**config.mk**
```make
export PLATFORM = sky130hd
export DESIGN_NAME = word_serializer
export DESIGN_NICKNAME = d
export VERILOG_FILES = /design/src/rtl/serializer_pkg.sv /design/src/rtl/mod_counter.sv /design/src/rtl/word_serializer.sv
export SDC_FILE = /design/constraint.sdc
export NUM_CORES = 1
export LEC_CHECK = 0
export CAP_MARGIN = 20
export CORE_AREA = 8 8 45 47
export CTS_BUF_LIST = sky130_fd_sc_hd__clkbuf_4
export DETAILED_ROUTE_END_ITERATION = 10
export DIE_AREA = 0 0 53 55
export PLACE_DENSITY = 0.83
export SETUP_SLACK_MARGIN = 0.02
export SYNTH_ARGS = -nofsm -noshare
export SYNTH_HDL_FRONTEND = slang
export SYNTH_SLANG_ARGS = --single-unit
```
**constraint.sdc**
```tcl
create_clock -name clk -period 2.79 [get_ports clk]
set_clock_uncertainty 0.15 [all_clocks]
set_input_delay 0.279 -clock clk [delete_from_list [all_inputs] [get_ports clk]]
set_output_delay 0.279 -clock clk [all_outputs]
set_load 0.02 [all_outputs]
```
**src/rtl/serializer_pkg.sv**
```systemverilog
// -----------------------------------------------------------------------------
// serializer_pkg
// Definitions shared by the word serializer and its matching deserializer:
//   ser_state_e - two-state transfer FSM encoding (IDLE / SHIFT)
//   cnt_width() - bit-counter width for a given word width, ceil(log2(n)),
//                 never less than 1
// -----------------------------------------------------------------------------
package serializer_pkg;

  typedef enum logic {
    IDLE  = 1'b0,  // no word held
    SHIFT = 1'b1   // word held, bits pending
  } ser_state_e;

  function automatic int cnt_width(input int modulus);
    int w;
    w = 1;
    for (int i = 1; i < 32; i++) begin
      if ((1 << w) < modulus) w = w + 1;
    end
    return w;
  endfunction

endpackage : serializer_pkg

```
**src/rtl/mod_counter.sv**
```systemverilog
// -----------------------------------------------------------------------------
// mod_counter
// Modulo-MODULUS up counter with synchronous load and count enable. The count
// runs 0..MODULUS-1 and wraps to 0, so it never holds a value outside that
// range even when MODULUS is not a power of two.
// Ports:
//   clk          in   clock, rising edge
//   rst_n        in   asynchronous active-low reset, clears the count
//   i_load       in   load i_load_value this edge (has priority over i_en)
//   i_load_value in   value to load
//   i_en         in   advance the count this edge
//   o_count      out  current count
// -----------------------------------------------------------------------------
module mod_counter
  import serializer_pkg::*;
#(
  parameter int MODULUS = 8,
  parameter int CW      = cnt_width(MODULUS)
) (
  input  logic          clk,
  input  logic          rst_n,
  input  logic          i_load,
  input  logic [CW-1:0] i_load_value,
  input  logic          i_en,
  output logic [CW-1:0] o_count
);

  localparam logic [CW-1:0] MAX_COUNT = CW'(MODULUS - 1);

  logic [CW-1:0] r_count;

  // NOTE: sequential state is written with non-blocking (<=) assignments so
  // every register samples its inputs as they were before the clock edge.
  always_ff @(posedge clk or negedge rst_n) begin
    if (!rst_n) begin
      r_count <= '0;
    end else if (i_load) begin
      r_count <= i_load_value;
    end else if (i_en) begin
      r_count <= (r_count == MAX_COUNT) ? '0 : r_count + 1'b1;
    end
  end

  assign o_count = r_count;

endmodule : mod_counter

```
**src/rtl/word_serializer.sv**
```systemverilog
// -----------------------------------------------------------------------------
// word_serializer
// Accepts a WIDTH-bit word over a valid/ready handshake and emits it one bit
// per accepted beat on a valid/ready serial stream, LSB or MSB first. A new
// word can be taken on the same edge the last bit leaves, so consecutive
// words stream without idle cycles.
// Ports:
//   clk        in   clock, rising edge
//   rst_n      in   asynchronous active-low reset
//   in_data    in   parallel word to transmit
//   in_valid   in   in_data is valid
//   in_ready   out  a word is accepted this cycle
//   ser_out    out  current serial bit
//   ser_valid  out  ser_out holds a valid bit
//   ser_ready  in   downstream accepts the bit this cycle
//   ser_last   out  current bit is the last bit of the word
//   busy       out  a word is loaded and not yet fully transferred
// -----------------------------------------------------------------------------
module word_serializer
  import serializer_pkg::*;
#(
  parameter int WIDTH     = 8,     // legal range 2..32
  parameter bit MSB_FIRST = 1'b0
) (
  input  logic             clk,
  input  logic             rst_n,
  input  logic [WIDTH-1:0] in_data,
  input  logic             in_valid,
  output logic             in_ready,
  output logic             ser_out,
  output logic             ser_valid,
  input  logic             ser_ready,
  output logic             ser_last,
  output logic             busy
);

  localparam int              CNT_W    = cnt_width(WIDTH);
  localparam logic [CNT_W-1:0] LAST_IDX = CNT_W'(WIDTH - 1);

  ser_state_e       r_state;
  ser_state_e       w_state_next;
  logic [WIDTH-1:0] r_shift;
  logic [CNT_W-1:0] w_count;
  logic             w_shifting;
  logic             w_last;
  logic             w_word_xfer;
  logic             w_bit_xfer;
  logic             w_head;

  assign w_shifting = (r_state == SHIFT);
  assign w_last     = w_shifting && (w_count == LAST_IDX);

  // The only combinational input-to-output path: the slot frees up in the
  // same cycle the final bit is being taken downstream.
  assign in_ready    = !w_shifting || (w_last && ser_ready);
  assign w_word_xfer = in_valid && in_ready;
  assign w_bit_xfer  = w_shifting && ser_ready;

  // Load wins over enable, so a back-to-back capture restarts the count at 0;
  // a plain last-bit transfer wraps it to 0 by itself.
  mod_counter #(
    .MODULUS (WIDTH),
    .CW      (CNT_W)
  ) u_bit_counter (
    .clk          (clk),
    .rst_n        (rst_n),
    .i_load       (w_word_xfer),
    .i_load_value ('0),
    .i_en         (w_bit_xfer),
    .o_count      (w_count)
  );

  always_ff @(posedge clk or negedge rst_n) begin
    if (!rst_n) r_state <= IDLE;
    else        r_state <= w_state_next;
  end

  // NOTE: every signal assigned in an always_comb gets a default first, so no
  // path through the block leaves it unassigned and no latch is inferred.
  always_comb begin
    w_state_next = r_state;
    unique case (r_state)
      IDLE:  if (w_word_xfer) w_state_next = SHIFT;
      SHIFT: if (w_bit_xfer && w_last && !w_word_xfer) w_state_next = IDLE;
      default: w_state_next = IDLE;
    endcase
  end

  // The word is copied into the shift register on capture, so in_data is free
  // to change while the word is in flight.
  // NOTE: the shift register is a plain register (not an array), so it is
  // cleared by reset like the rest of the datapath.
  always_ff @(posedge clk or negedge rst_n) begin
    if (!rst_n) begin
      r_shift <= '0;
    end else if (w_word_xfer) begin
      r_shift <= in_data;
    end else if (w_bit_xfer) begin
      if (MSB_FIRST) r_shift <= {r_shift[WIDTH-2:0], 1'b0};
      else           r_shift <= {1'b0, r_shift[WIDTH-1:1]};
    end
  end

  assign w_head    = MSB_FIRST ? r_shift[WIDTH-1] : r_shift[0];
  assign ser_out   = w_shifting && w_head;
  assign ser_valid = w_shifting;
  assign ser_last  = w_last;
  assign busy      = w_shifting;

endmodule : word_serializer

```
Signal wires on met1:
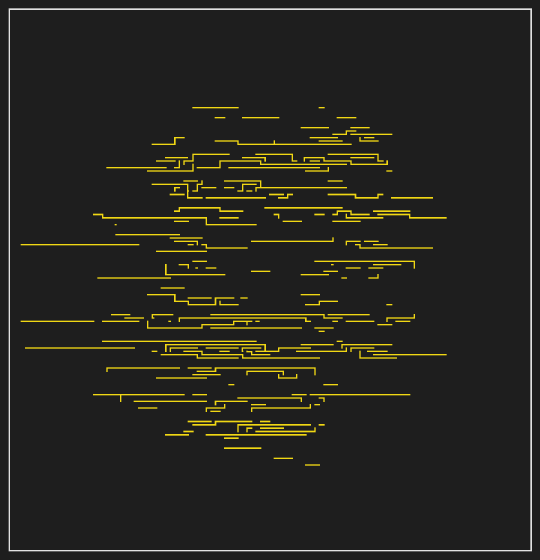
The layer carries 699 µm of wire. The layer holds 45% of the routed length.

Wire density map:
The bar under the picture is 20 µm long. The die is cut into 11 by 11 equal tiles; dark blue is low, red is high, scaled to the fullest tile. Values are wire area over tile area, all layers added.
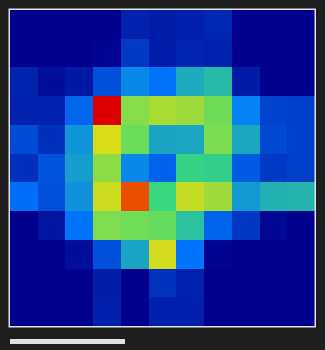
34% of the tiles are nearly empty. The densest ninth of the die: center. The fullest tile reaches 0.43.

==> flow_summary.ini <==
; implementation run metrics
[run_status]
status = finished clean

[cells_and_area]
logic_gate_count = 49
lay_top_count = clkdlybuf4s50_1
regArea_um2 = 300
layout-drive-gt1-share_pct = 9.64
comb_share_pct = 41.3
area_growth_pct = 28.6
diodes = 0
final_area_um2 = 882
largest_cell_class = logic gates
final_layout_top_logic_cells = clkdlybuf4s50_1, dfrtp_1
num-nets-final = 98
n_all_buffers = 17
top_register = r_shift
instances_no_fill = 99
nClkBuffers = 3
buffer_area_share_pct = 19.0

[timing]
maxSlewViolCount = 0
setup_viol = 0
worst_pin_slew_ns = 0.518
hold_viol = 0
fin_ws_ns = 0.443
relSlewSlack_pct = 65.4
period_used_pct = 84.1
fmax_mhz = 426
totalNegativeSetupSlack_ns = 0

[synth]
top_area_cell = dfrtp_1
synth-edff-count = 0
compound_area_share_pct = 19.3
top_cell_area_share_pct = 43.8
synth_area_um2 = 686
synth-xor-area-share_pct = 0
logic_family = AND-OR/OR-AND gates
postSynthSeqShare_pct = 43.8
top_cells_by_count = dfrtp_1, a21oi_1, mux2i_1, nand2b_1, o22ai_1
avgSynthCellArea_um2 = 10.5
synth-warning-count = 0
yosys-stat-cells = 65
adder_share_pct = 3.65
top_cell = dfrtp_1
ys_types = 20
ys_ff = 12
synthArstFlopShare_pct = 100

[drt]
post-route-drc-count = 0
vias = 563
routed.top_layer = met3
drt_iter0_drc = 24
detail-route-antenna-nets = 0
dr_wl_met3_um = 93
wire_per_inst_um = 15.5

[placement]
gp_congestion = 0.758
io_buffers = 16
placed_cell_area_um2 = 856
dp_slack_ns = 0.756

[cts]
clk_pin_slew_ns = 0.08
holdBufCountCts = 0
cts_sinks = 12
htreeDepth = 1
cts_tree = yes
clk_path_buf_depth = 2
cts-root-buf = clkbuf_4
numCtsBuffers = 3

[grt]
grt_most_used_layer = met2
grt_max_degree = 19
grt.met3_usage_pct = 4.01
grt.total_usage_pct = 11.8
grt_use_met1_pct = 13.1
overflow = 0
grt_pass1_wl_um = 2590

[setup_path]
arrival_ns = 1.92
crit_slowest_cell = clkdlybuf4s50_1
path_class = reg -> out
reg2reg_slack_ns = 1.11
crit_buf_inv = 1
regToRegEndpoint = u_bit_counter.o_count[1]
worstSetupStartpoint = u_bit_counter.o_count[0]
path_depth = 5
critPathCapture = in_ready
r2r-start = u_bit_counter.o_count[0]
critPathLaunchType = flip-flop
worst_path_dominant_cell_family = buffers and inverters

[pwr]
p_total_uw = 683
switching_power_uw = 231
p_comb_share_pct = 42.7
p_per_area_nw_per_um2 = 774
switching_share_pct = 33.8
pg_clk_uw = 110
power-top-group = combinational logic

[job]
openroad.warnings = 26
cap_violations = 0

[floorplan]
dieWidth_um = 53
pin_count = 17
initCoreUtil_pct = 49.5
dieArea_um2 = 2920
die_h_um = 55
coreArea_um2 = 1380

[min_path]
hp-class = in -> async
Signal wires on met3:
The bar under the picture is 20 µm long.
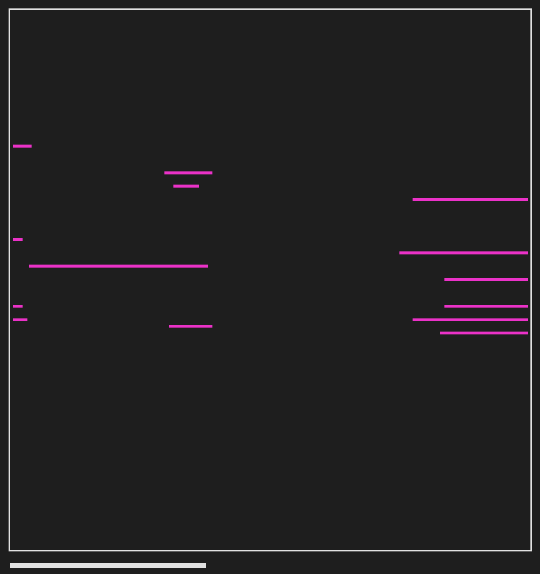
The layer holds 6.1% of the routed length. The wires run mostly horizontal. The longest straight run is 17.9 µm.

Power figures rest on the tool's default switching activity, not on a simulated workload.
